**Run 1: power grid**

Scale: 4 px per um. Pins as bars on the die edge. Tap cells in gray.
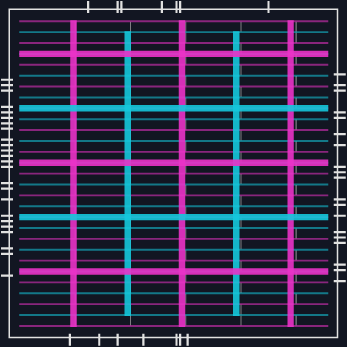
**Run 1: local utilization**

Scale: 4 px per um. 8 x 8 tiles, from white (low) to dark blue (high), 0 to 100% covered.
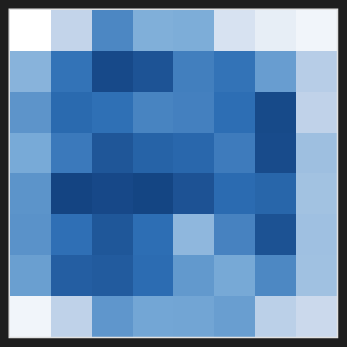
**Run 1: clock nets**

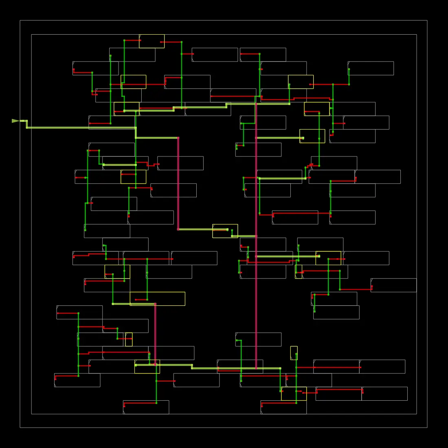
===== config.mk =====
export PLATFORM = sky130hd
export DESIGN_NAME = chunked_carry_adder
export DESIGN_NICKNAME = d
export VERILOG_FILES = /design/src/rtl/chunked_carry_adder.sv
export SDC_FILE = /design/constraint.sdc
export NUM_CORES = 1
export LEC_CHECK = 0
export CORE_MARGIN = 2
export CORE_UTILIZATION = 55
export DETAILED_ROUTE_END_ITERATION = 12
export PLACE_DENSITY = 0.82
export SETUP_SLACK_MARGIN = 0.5
export SYNTH_ARGS = -nofsm -noshare
export SYNTH_HDL_FRONTEND = slang
export SYNTH_SLANG_ARGS = --single-unit

===== constraint.sdc =====
create_clock -name clk -period 4.65 [get_ports clk]
set_input_delay 0.6975 -clock clk [delete_from_list [all_inputs] [get_ports clk]]
set_output_delay 0.6975 -clock clk [all_outputs]
set_load 0.1 [all_outputs]

===== src/rtl/chunked_carry_adder.sv =====
// Multi-cycle add/subtract that processes CHUNK bits per clock and
// keeps the inter-chunk carry in a register, LSB chunk first.
module chunked_carry_adder #(
  parameter int WIDTH = 16,
  parameter int CHUNK = 4
) (
  input  logic             clk,
  input  logic             rst_n,
  input  logic             start,
  input  logic             sub,
  input  logic [WIDTH-1:0] a,
  input  logic [WIDTH-1:0] b,
  input  logic             c_in,
  output logic             busy,
  output logic             done,
  output logic [WIDTH-1:0] sum,
  output logic             c_out,
  output logic             overflow
);

  localparam int N  = WIDTH / CHUNK;
  localparam int CW = (N > 1) ? $clog2(N) : 1;

  typedef enum logic {
    IDLE,
    RUN
  } state_t;

  state_t           state_q, state_d;
  logic [WIDTH-1:0] a_q, a_d;
  logic [WIDTH-1:0] b_q, b_d;
  logic [WIDTH-1:0] part_q, part_d;
  logic [WIDTH-1:0] sum_q, sum_d;
  logic [CW-1:0]    cnt_q, cnt_d;
  logic             carry_q, carry_d;
  logic             cout_q, cout_d;
  logic             ovf_q, ovf_d;
  logic             done_q, done_d;

  logic [CHUNK-1:0] a_c;
  logic [CHUNK-1:0] b_c;
  logic [CHUNK:0]   add_w;
  logic [CHUNK-1:0] s_w;
  logic             cy_w;
  logic             msb_cin;
  logic             last;

  // Chunk slice, chunk adder and next-state / result update.
  always_comb begin
    state_d = state_q;
    a_d     = a_q;
    b_d     = b_q;
    part_d  = part_q;
    sum_d   = sum_q;
    cnt_d   = cnt_q;
    carry_d = carry_q;
    cout_d  = cout_q;
    ovf_d   = ovf_q;
    done_d  = 1'b0;
    a_c     = '0;
    b_c     = '0;

    for (int i = 0; i < N; i++) begin
      if (cnt_q == CW'(i)) begin
        a_c = a_q[i*CHUNK +: CHUNK];
        b_c = b_q[i*CHUNK +: CHUNK];
      end
    end

    add_w = {1'b0, a_c} + {1'b0, b_c}
          + {{CHUNK{1'b0}}, carry_q};
    s_w   = add_w[CHUNK-1:0];
    cy_w  = add_w[CHUNK];
    // carry into the top bit of this chunk
    msb_cin = a_c[CHUNK-1] ^ b_c[CHUNK-1]
            ^ s_w[CHUNK-1];
    last  = (cnt_q == CW'(N - 1));

    unique case (state_q)
      IDLE: begin
        if (start) begin
          a_d     = a;
          b_d     = sub ? ~b : b;
          carry_d = sub ^ c_in;
          cnt_d   = '0;
          state_d = RUN;
        end
      end
      RUN: begin
        for (int i = 0; i < N; i++) begin
          if (cnt_q == CW'(i)) begin
            part_d[i*CHUNK +: CHUNK] = s_w;
          end
        end
        carry_d = cy_w;
        cnt_d   = cnt_q + CW'(1);
        if (last) begin
          sum_d   = part_d;
          cout_d  = cy_w;
          ovf_d   = msb_cin ^ cy_w;
          done_d  = 1'b1;
          state_d = IDLE;
        end
      end
      default: state_d = IDLE;
    endcase
  end

  // State, operand, carry and result registers.
  always_ff @(posedge clk or negedge rst_n) begin
    if (!rst_n) begin
      state_q <= IDLE;
      a_q     <= '0;
      b_q     <= '0;
      part_q  <= '0;
      sum_q   <= '0;
      cnt_q   <= '0;
      carry_q <= 1'b0;
      cout_q  <= 1'b0;
      ovf_q   <= 1'b0;
      done_q  <= 1'b0;
    end else begin
      state_q <= state_d;
      a_q     <= a_d;
      b_q     <= b_d;
      part_q  <= part_d;
      sum_q   <= sum_d;
      cnt_q   <= cnt_d;
      carry_q <= carry_d;
      cout_q  <= cout_d;
      ovf_q   <= ovf_d;
      done_q  <= done_d;
    end
  end

  assign busy     = (state_q == RUN);
  assign done     = done_q;
  assign sum      = sum_q;
  assign c_out    = cout_q;
  assign overflow = ovf_q;

endmodule


==> qor_table.md, run 1 <==
| Quantity | Reported | Unit |
|---|---|---|
| Drt total wl | 6300 | um |
| Post-synth design cell area | 0.00332 | mm^2 |
| Main synth FF type | dfrtp_1 | - |
| Ys async rst share | 100 | % |
| Global-route wire length before repair | 10500 | um |
| Synthesized instance count | 307 | - |
| Net Count, Synth | 353 | - |
| Post-detailed-route via-to-cell ratio | 5.20 | - |
| Unrepaired setup endpoints after global routing | false | - |
| Total overflow reported by the global router | 0 | - |
| Final routed DRC violation total | 0 | - |
| Maximum number of pins on one net before global-route repair | 50 | - |
| Result of the run | completed | - |
| Cell type with the largest total area after synthesis | dfrtp_1 | - |
| FF-to-FF End | sum[10] | - |
| Fraction of the yosys area taken by sequential cells | 50.5 | % |
| Resized Gates After CTS | 0 | - |
| Fraction of layout cells with a size suffix above 1 | 11.9 | % |
| Via count of the first global-routing pass | 2226 | - |
| Top fanout value on the critical path | 23 | - |
| Worst Path Class, Setup | flop to flop | - |
| Class of the most critical hold timing path | input port to asynchronous set/reset pin | - |
| Antenna violations before repair | 0 | - |
| Share of the clock period used by the worst path | 71.7 | % |
| Slew at the pin with the worst max-slew slack | 0.972 | ns |
| List of most frequent post-synthesis cells | dfrtp_1 (67), nand2_1 (66), o21ai_0 (43) | - |
| Data required, critical path | 4.88 | ns |
| Number of nets with antenna violations after detailed routing | 0 | - |
| Top Family by Delay on Critical Path | adder cells | - |
| Yosys Instances | 307 | - |
| Gpl congestion | 0.763 | - |
| CTS tree | done | - |
| PnR worst setup slack | 1.32 | ns |
| Number of warnings in the stage logs | 29 | - |
| Tally of filler cells in the layout | 467 | - |
| Post-CTS Setup Bufs | 0 | - |
| Crit path buf inv count | 2 | - |
| Max capacitance violation total | 0 | - |
| Post-synthesis cell type with the largest instance count | dfrtp_1 | - |
| Yosys warns | 0 | - |
| Layout overhead on the synthesized area | 21.6 | % |
| Count of placed standard cells in the final layout, fillers left out | 437 | - |
| Number of synthesized flops with an enable pin | 0 | - |
| Final critical-path required period | 3.33 | ns |
| Cell row count | 28 | - |
| Total inserted antenna cells | 0 | - |
| Yosys Chip Area | 0.00332 | mm^2 |
| Reg2reg setup slack | 1.32 | ns |
| Area enclosed by the die boundary | 0.00667 | mm^2 |
| Total Routing Usage GR | 21.4 | % |
| Count of input and output buffers | 56 | - |
| Clock-pin slew reported for the worst setup and hold paths after clock tree synthesis | 0.07 | ns |
| Endpoint kind of the worst setup timing path | flop | - |
| Average instance area after synthesis | 10.8 | um^2 |
| Post-synth area hogs | dfrtp_1 (50%), nand2_1 (7.5%), mux2_4 (7.2%), o21ai_0 (6.5%), xnor2_1 (4.7%) | - |
| Fmax achieved | 300 | MHz |
| Post-placement setup slack | 1.39 | ns |
| Detailed placement HPWL | 4350 | um |
| Area share of the largest cell type after synthesis | 50.5 | % |
| Final tally of hold violations | 0 | - |
| Cell with the biggest individual delay on the critical path | ha_1 | - |
| Final standard cell area without fillers | 0.00404 | mm^2 |
| Most numerous logic cell after layout | dfrtp_1 | - |
| Root buffer selected by CTS | clkbuf_8 | - |
| Number of cells traversed by the worst register-to-register path | 12 | - |
| # IOs | 57 | - |
| Origin of the worst setup path | cnt_q[0] | - |
| Count of final max-slew check failures | 0 | - |
| Most frequent cells in the layout | dfrtp_1 (67), nand2_1 (66), clkdlybuf4s50_1 (55) | - |
| H-tree depth | 3 | - |
| Post-Place Cell Area | 0.00383 | mm^2 |
| Iteration tally of the first detailed-router pass | 5 | - |
| RR Startpoint | cnt_q[0] | - |
| Tightest slew margin relative to the limit | 35.0 | % |
| Arr. time, crit path | 3.56 | ns |
| Registers, synthesis | 67 | - |
| Post-route setup TNS | 0 | ns |
| Setup violation total in the final timing report | 0 | - |
| Distinct cell type count of the synthesized netlist | 34 | - |
| Wirelength per Cell | 14.4 | um |
| Final Net Count | 403 | - |
Back to the opening pictures, 'power grid':
color	net
magenta	VSS
cyan	VDD
tap cells	75
met5 straps	5
Die Y: 81.7 um
floorplan core area: 0.00589 mm^2
horizontal die dimension: 81.7 um

Back to the opening pictures, 'local utilization':
nearly empty tiles	1.6%
emptiest ninth of the die	upper right
densest ninth of the die	center
mean over tiles	59%
tiles over 75% full	30%
Init Core Util: 56.4%
Finished Core Util: 68.6%

Back to the opening pictures, 'clock nets':
clock sink count: 67
Setup Skew: 0.00670 ns
CTS Buf Count: 9
latest clock arrival within the worst-skew pair: 0.35 ns

run 1: routing by layer:
layer  track usage [%]  part of all wire [%]  vias up
li1                  -                     -     1139
met1              26.9                    45     1061
met2              35.4                    48       63
met3              6.92                   5.5        9
met4              6.50                   1.3        0
met5                 0                     0        -
run 1: registers in the layout (all words and copies together) (netlist names):
signal / count
a_q: 16
b_q: 16
sum: 16
part_q: 12
cnt_q: 2
busy: 1
c_out: 1
carry_q: 1
done: 1
overflow: 1
run 1: how the worst max path moves through the flow:
stage          endpoint  slack, ns  depth (start not counted)
5_1_grt         sum[10]       1.05                         12
3_5_place_dp    sum[10]       1.39                         12
2_1_floorplan  overflow       2.00                         14
4_1_cts         sum[10]       1.35                         12
3_3_place_gp    sum[10]       1.52                         12
6_report        sum[10]       1.32                         12
run 1: area by class of cell:
cell class	instances	area (um^2)	share of cell area (%)
Clock buffer	15	176	4.37
Clock inverter	1	30.0	0.743
Inverter	7	28.8	0.713
Multi-Input combinational cell	214	1460	36.2
Sequential cell	67	1680	41.5
Tap cell	75	93.8	2.32
Timing Repair Buffer	58	571	14.1
run 1: logic make-up after synthesis:
family	synth area share [%]
XOR/XNOR	5.50
multiplexers	10.1
buffers and inverters	5.46
AND-OR/OR-AND	12.7
adder cells (fa/ha/maj)	3.84
AND/OR/NAND/NOR	12.0
flip-flops	50.5
**Run 1: routed metal, one color a layer**

Scale: 6 px per um.
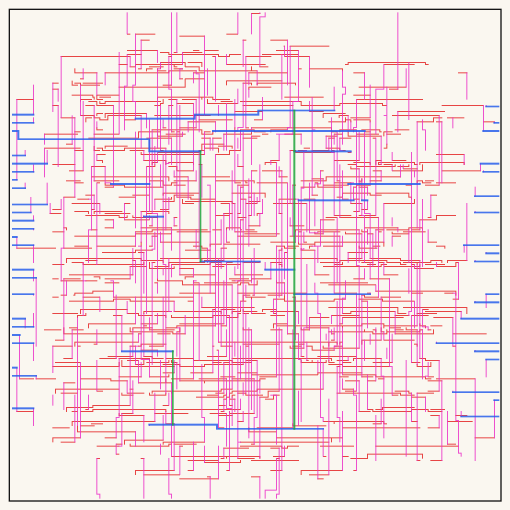

==> inputs of run 2 (changes only) <==
--- a/config.mk
+++ b/config.mk
@@ -6,9 +6,9 @@
 export NUM_CORES = 1
 export LEC_CHECK = 0
 export CORE_MARGIN = 2
-export CORE_UTILIZATION = 55
+export CORE_UTILIZATION = 48
 export DETAILED_ROUTE_END_ITERATION = 12
-export PLACE_DENSITY = 0.82
+export PLACE_DENSITY = 0.76
 export SETUP_SLACK_MARGIN = 0.5
 export SYNTH_ARGS = -nofsm -noshare
 export SYNTH_HDL_FRONTEND = slang
==> constraint.sdc (replaced) <==
create_clock -name clk -period 2.98 [get_ports clk]
set_input_delay 0.447 -clock clk [delete_from_list [all_inputs] [get_ports clk]]
set_output_delay 0.447 -clock clk [all_outputs]
set_load 0.1 [all_outputs]
**Run 2: routed metal, one color a layer**

Scale: 6 px per um.
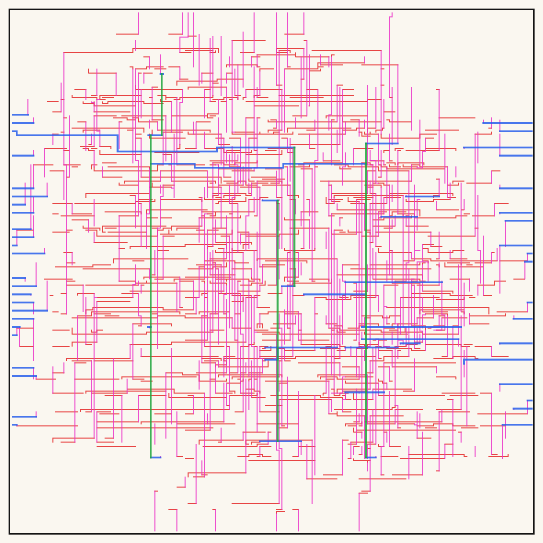
color	layer	wire length
red	met1	3000 um
magenta	met2	3070 um
blue	met3	374 um
green	met4	180 um
total vias in the final route: 2366
Total Routing Usage GR: 19.6%
Wirelength per Cell: 14.4 um

==> qor_table.md, run 2 <==
| Quantity | Reported | Unit | Delta |
|---|---|---|---|
| Floorplan core area | 0.00676 | mm^2 | was 0.00589 mm^2 |
| Fraction of the yosys area taken by sequential cells | 50.5 | % | unchanged |
| Fmax achieved | 377 | MHz | was 300 MHz |
| RR Startpoint | cnt_q[1] | - | was cnt_q[0] |
| Arr. time, crit path | 2.89 | ns | was 3.56 ns |
| Post-synth area hogs | dfrtp_1 (50%), nand2_1 (7.5%), mux2_4 (7.2%), o21ai_0 (6.5%), xnor2_1 (4.7%) | - | unchanged |
| Ys async rst share | 100 | % | unchanged |
| CTS tree | done | - | unchanged |
| Synthesized instance count | 307 | - | unchanged |
| Setup violation total in the final timing report | 0 | - | unchanged |
| Maximum number of pins on one net before global-route repair | 50 | - | unchanged |
| Critical Path Stages | 14 | - | was 12 |
| Worst Path Class, Setup | flop to flop | - | unchanged |
| Tally of filler cells in the layout | 550 | - | was 467 |
| Unrepaired setup endpoints after global routing | true | - | was false |
| Result of the run | completed | - | unchanged |
| Count of input and output buffers | 56 | - | unchanged |
| Registers, synthesis | 67 | - | unchanged |
| Number of nets with antenna violations after detailed routing | 0 | - | unchanged |
| Origin of the worst setup path | cnt_q[1] | - | was cnt_q[0] |
| Main synth FF type | dfrtp_1 | - | unchanged |
| Cell with the biggest individual delay on the critical path | dfrtp_1 | - | was ha_1 |
| Net Count, Synth | 353 | - | unchanged |
| Count of final max-slew check failures | 0 | - | unchanged |
| Post-detailed-route via-to-cell ratio | 5.14 | - | was 5.20 |
| Data required, critical path | 3.22 | ns | was 4.88 ns |
| Horizontal die dimension | 87.2 | um | was 81.7 um |
| Reg2reg setup slack | 0.33 | ns | was 1.32 ns |
| List of most frequent post-synthesis cells | dfrtp_1 (67), nand2_1 (66), o21ai_0 (43) | - | unchanged |
| Final routed DRC violation total | 0 | - | unchanged |
| Share of the clock period used by the worst path | 89.0 | % | was 71.7% |
| Yosys warns | 0 | - | unchanged |
| Most numerous logic cell after layout | dfrtp_1 | - | unchanged |
| Post-CTS Setup Bufs | 8 | - | was 0 |
| Detailed placement HPWL | 4710 | um | was 4350 um |
| CTS Buf Count | 9 | - | unchanged |
| Setup Skew | 0.0100 | ns | was 0.00670 ns |
| Average instance area after synthesis | 10.8 | um^2 | unchanged |
| Number of synthesized flops with an enable pin | 0 | - | unchanged |
| Init Core Util | 49.1 | % | was 56.4% |
| Final critical-path required period | 2.65 | ns | was 3.33 ns |
| Clock-pin slew reported for the worst setup and hold paths after clock tree synthesis | 0.07 | ns | about the same |
| Number of warnings in the stage logs | 32 | - | was 29 |
| Post-synthesis cell type with the largest instance count | dfrtp_1 | - | unchanged |
| Tightest slew margin relative to the limit | 61.6 | % | was 35.0% |
| Drt total wl | 6630 | um | was 6300 um |
| Antenna violations before repair | 0 | - | unchanged |
| Slew at the pin with the worst max-slew slack | 0.576 | ns | was 0.972 ns |
| Latest clock arrival within the worst-skew pair | 0.35 | ns | about the same |
| Total inserted antenna cells | 0 | - | unchanged |
| Yosys Chip Area | 0.00332 | mm^2 | unchanged |
| FF-to-FF End | sum[6] | - | was sum[10] |
| Die Y | 87.2 | um | was 81.7 um |
| Area share of the largest cell type after synthesis | 50.5 | % | unchanged |
| Distinct cell type count of the synthesized netlist | 34 | - | unchanged |
| Gpl congestion | 0.813 | - | was 0.763 |
| Endpoint kind of the worst setup timing path | flop | - | unchanged |
| Top fanout value on the critical path | 7 | - | was 23 |
| Iteration tally of the first detailed-router pass | 4 | - | was 5 |
| Class of the most critical hold timing path | input port to asynchronous set/reset pin | - | unchanged |
| Total overflow reported by the global router | 0 | - | unchanged |
| Crit path buf inv count | 3 | - | was 2 |
| Cell type with the largest total area after synthesis | dfrtp_1 | - | unchanged |
| Via count of the first global-routing pass | 2339 | - | was 2226 |
| Finished Core Util | 63.7 | % | was 68.6% |
| Post-synth design cell area | 0.00332 | mm^2 | unchanged |
| Global-route wire length before repair | 11300 | um | was 10500 um |
| H-tree depth | 3 | - | unchanged |
| Worst setup endpoint | sum[6] | - | was sum[10] |
| Final tally of hold violations | 0 | - | unchanged |
| Cell row count | 30 | - | was 28 |
| Yosys Instances | 307 | - | unchanged |
| Post-route setup TNS | 0 | ns | unchanged |
| Resized Gates After CTS | 26 | - | was 0 |
| Layout overhead on the synthesized area | 29.7 | % | was 21.6% |
| Max capacitance violation total | 0 | - | unchanged |
| Fraction of layout cells with a size suffix above 1 | 28.7 | % | was 11.9% |
| Area enclosed by the die boundary | 0.00760 | mm^2 | was 0.00667 mm^2 |
run 2: logic make-up (layout without fill, tap and decap cells):
| kind of cell | count (synthesis) | in the layout | share of synthesized area (%) |
|---|---|---|---|
| muxes | 25 | 25 | 10.1 |
| AOI/OAI and AO/OA | 73 | 73 | 12.7 |
| adders and majority gates | 9 | 9 | 3.84 |
| xor gates and xnor gates | 20 | 20 | 5.50 |
| DFF | 67 | 67 | 50.5 |
| buffers and inverters | 26 | 99 | 5.46 |
| and+or+nand+nor | 87 | 87 | 12.0 |
run 2: stage by stage:
stage	cells	hold WS (ns)	cell area (um^2)	setup slack (ns)
after floorplan	307	0.151	3330	0.381
after global placement	435	0.451	3860	0.253
after detailed placement	435	0.460	3860	0.164
after CTS	459	0.0685	4240	0.350
after global routing	460	0.108	4310	0.138
final	460	0.0623	4310	0.327
run 2: layout make-up:
cell class / count / area [um^2] / area share [%]
clock inverter: 7 / 92.6 / 2.15
clock buffer: 9 / 124 / 2.88
tap: 80 / 100 / 2.32
inverter: 7 / 28.8 / 0.668
sequential: 67 / 1680 / 39.0
timing repair buffer: 76 / 667 / 15.5
multi-input combinational: 214 / 1620 / 37.5
run 2: metal layers:
layer	track usage (%)	up-vias	routed length, um
met1	26.1	1101	3000
li1	-	1179	-
met3	3.70	14	374
met5	0	-	0
met4	11.3	0	179
met2	30.0	72	3070
**Run 2: M4 wires**

Scale: 6 px per um. Supply wires on this layer in gray. Cells faint in the background.
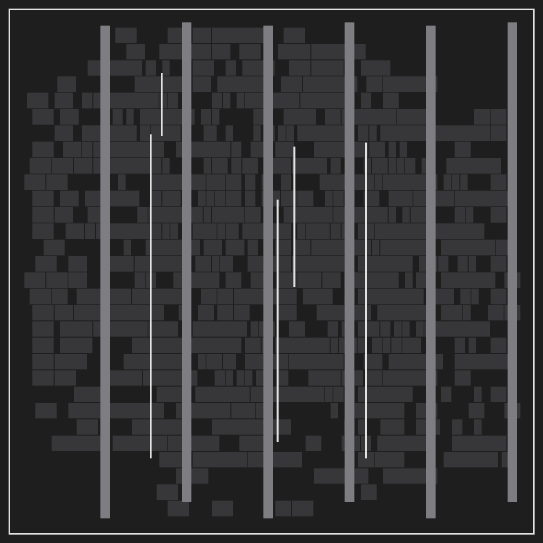

==> inputs of run 3 (changes only) <==
--- a/config.mk
+++ b/config.mk
@@ -5,10 +5,13 @@
 export SDC_FILE = /design/constraint.sdc
 export NUM_CORES = 1
 export LEC_CHECK = 0
+export CORE_ASPECT_RATIO = 2
 export CORE_MARGIN = 2
-export CORE_UTILIZATION = 48
+export CORE_UTILIZATION = 49
+export CTS_BUF_LIST = sky130_fd_sc_hd__clkbuf_8
 export DETAILED_ROUTE_END_ITERATION = 12
-export PLACE_DENSITY = 0.76
+export MAX_ROUTING_LAYER = met4
+export PLACE_DENSITY = 0.78
 export SETUP_SLACK_MARGIN = 0.5
 export SYNTH_ARGS = -nofsm -noshare
 export SYNTH_HDL_FRONTEND = slang
**Run 3: M4 wires**

Scale: 6 px per um. Supply wires on this layer in gray. Cells faint in the background.
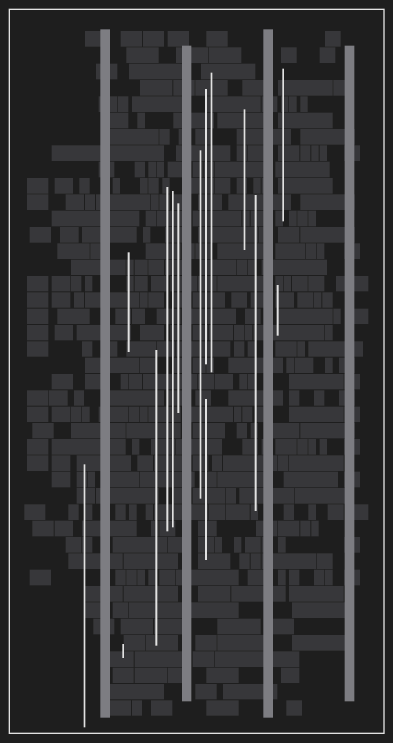
wire length on this layer	547 um
main direction	vertical
share of all routed wire	7.6%
nets with wire on the layer	12
longest straight run	57.8 um
total vias in the final route: 2455
drt total wl: 7210 um

==> qor_table.md, run 3 <==
| Quantity | Reported | Unit | Delta |
|---|---|---|---|
| Result of the run | completed | - | unchanged |
| Endpoint kind of the worst setup timing path | flop | - | unchanged |
| Setup violation total in the final timing report | 0 | - | unchanged |
| Via count of the first global-routing pass | 2627 | - | was 2339 |
| Latest clock arrival within the worst-skew pair | 0.35 | ns | about the same |
| Final standard cell area without fillers | 0.00430 | mm^2 | was 0.00431 mm^2 |
| Post-synth area hogs | dfrtp_1 (50%), nand2_1 (7.5%), mux2_4 (7.2%), o21ai_0 (6.5%), xnor2_1 (4.7%) | - | unchanged |
| Unrepaired setup endpoints after global routing | true | - | unchanged |
| Global-route wire length before repair | 12400 | um | was 11300 um |
| Die Y | 120 | um | was 87.2 um |
| Registers, synthesis | 67 | - | unchanged |
| Data required, critical path | 3.22 | ns | about the same |
| CTS Buf Count | 9 | - | unchanged |
| Finished Core Util | 65.4 | % | was 63.7% |
| Reg2reg setup slack | 0.24 | ns | was 0.33 ns |
| Share of the clock period used by the worst path | 92.0 | % | was 89.0% |
| Root buffer selected by CTS | clkbuf_8 | - | unchanged |
| Layout overhead on the synthesized area | 29.5 | % | was 29.7% |
| Top Family by Delay on Critical Path | AND-OR/OR-AND gates | - | was adder cells |
| Total Routing Usage GR | 22.5 | % | was 19.6% |
| Top fanout value on the critical path | 5 | - | was 7 |
| Cell with the biggest individual delay on the critical path | dfrtp_1 | - | unchanged |
| Fmax achieved | 365 | MHz | was 377 MHz |
| Total overflow reported by the global router | 0 | - | unchanged |
| Fraction of the yosys area taken by sequential cells | 50.5 | % | unchanged |
| Post-synthesis cell type with the largest instance count | dfrtp_1 | - | unchanged |
| Synthesized instance count | 307 | - | unchanged |
| Horizontal die dimension | 62.2 | um | was 87.2 um |
| Antenna violations before repair | 0 | - | unchanged |
| Arr. time, crit path | 2.99 | ns | was 2.89 ns |
| Final-layout worst hold slack | 0.160 | ns | was 0.0623 ns |
| Detailed placement HPWL | 5300 | um | was 4710 um |
| Average instance area after synthesis | 10.8 | um^2 | unchanged |
| Gpl congestion | 0.871 | - | was 0.813 |
| Clock sink count | 67 | - | unchanged |
| Final routed DRC violation total | 0 | - | unchanged |
| Tightest slew margin relative to the limit | 49.2 | % | was 61.6% |
| Slew at the pin with the worst max-slew slack | 0.762 | ns | was 0.576 ns |
| Class of the most critical hold timing path | input port to asynchronous set/reset pin | - | unchanged |
| Total inserted antenna cells | 0 | - | unchanged |
| Setup Skew | 0.00906 | ns | was 0.0100 ns |
| Yosys Instances | 307 | - | unchanged |
| Number of warnings in the stage logs | 32 | - | unchanged |
| Cell type with the largest total area after synthesis | dfrtp_1 | - | unchanged |
| Main synth FF type | dfrtp_1 | - | unchanged |
| Maximum number of pins on one net before global-route repair | 50 | - | unchanged |
| Most frequent cells in the layout | dfrtp_1 (66), nand2_1 (65), buf_4 (40) | - | was dfrtp_1 (66), nand2_1 (65), buf_4 (37) |
| Post-Place Cell Area | 0.00389 | mm^2 | was 0.00386 mm^2 |
| Ys async rst share | 100 | % | unchanged |
| Final tally of hold violations | 0 | - | unchanged |
| Post-detailed-route via-to-cell ratio | 5.21 | - | was 5.14 |
| Crit path buf inv count | 2 | - | was 3 |
| Number of synthesized flops with an enable pin | 0 | - | unchanged |
| H-tree depth | 3 | - | unchanged |
| Max capacitance violation total | 0 | - | unchanged |
| Floorplan core area | 0.00657 | mm^2 | was 0.00676 mm^2 |
| Yosys Chip Area | 0.00332 | mm^2 | unchanged |
[run 3: timing repair]
action,in CTS,in global routing
setup buffers,10,1
setup endpoints to repair,24,25
cloned,0,0
gates resized,30,10
pin swaps,12,14
[run 3: cell type report]
cell class | count | area (um^2) | area share [%]
clock inverters | 6 | 65.1 | 1.51
clock buffers | 10 | 138 | 3.20
flip-flops and latches | 67 | 1680 | 39.0
repair buffers | 79 | 698 | 16.2
multi-input cells | 214 | 1580 | 36.8
well taps | 88 | 110 | 2.56
inverters | 7 | 28.8 | 0.669
[run 3: worst max-delay path by stage]
stage	startpoint	to	cells after the start
after detailed placement	cnt_q[1]	sum[10]	13
after CTS	cnt_q[1]	sum[10]	14
final	cnt_q[1]	overflow	13
after floorplan	cnt_q[0]	overflow	13
after global routing	cnt_q[1]	sum[10]	14
after global placement	cnt_q[1]	sum[6]	13
[run 3: metal layers]
layer	up-vias	track usage, %	part of all wire (%)
met5	-	-	0
met2	73	38.4	53
met3	34	5.12	3.2
li1	1187	-	-
met1	1161	21.9	36
met4	0	17.6	7.6
[run 3: logic make-up after synthesis]
logic type,Yosys count,synth area share (%)
fa+ha+maj,9,3.84
flops,67,50.5
simple gates,87,12.0
xor+xnor,20,5.50
compound gates,73,12.7
mux,25,10.1
buf+inv,26,5.46
[run 3: through the flow]
step | setup WS [ns] | instances
6_report | 0.238 | 471
5_1_grt | 0.159 | 471
4_1_cts | 0.324 | 470
3_5_place_dp | 0.0184 | 444
3_3_place_gp | 0.174 | 444
2_1_floorplan | 0.381 | 307

==> screenshots <==
Where the registers sit.
shot_01.png
Scale: 4 px per um. Other sequential cells in the stronger gray, the rest of the logic in the fainter gray.
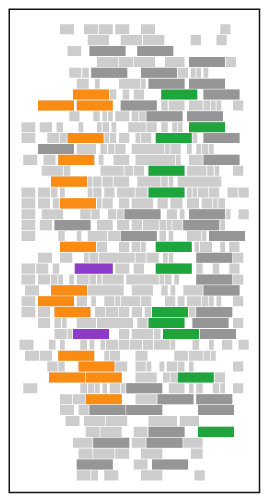
shot_02.png
Scale: 6 px per um. Other sequential cells in the stronger gray, the rest of the logic in the fainter gray.
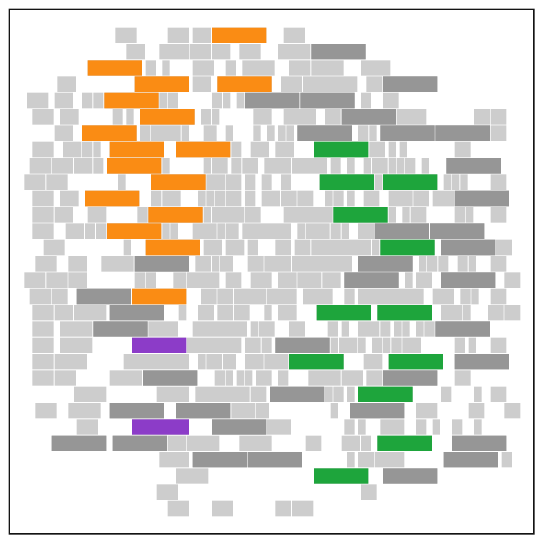
shot_03.png
Scale: 6 px per um. Other sequential cells in the stronger gray, the rest of the logic in the fainter gray.
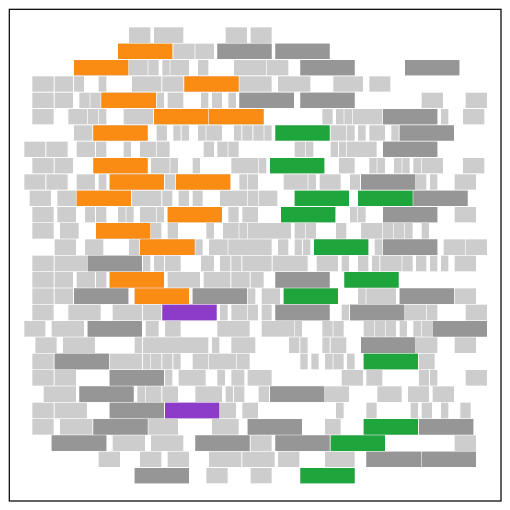
| picture | from |
|---|---|
| shot_01.png | run 3 |
| shot_02.png | run 2 |
| shot_03.png | run 1 |

Key to shot_01.png:
color	signal	placed flops
green	part_q	12
purple	cnt_q	2
orange	b_q	16

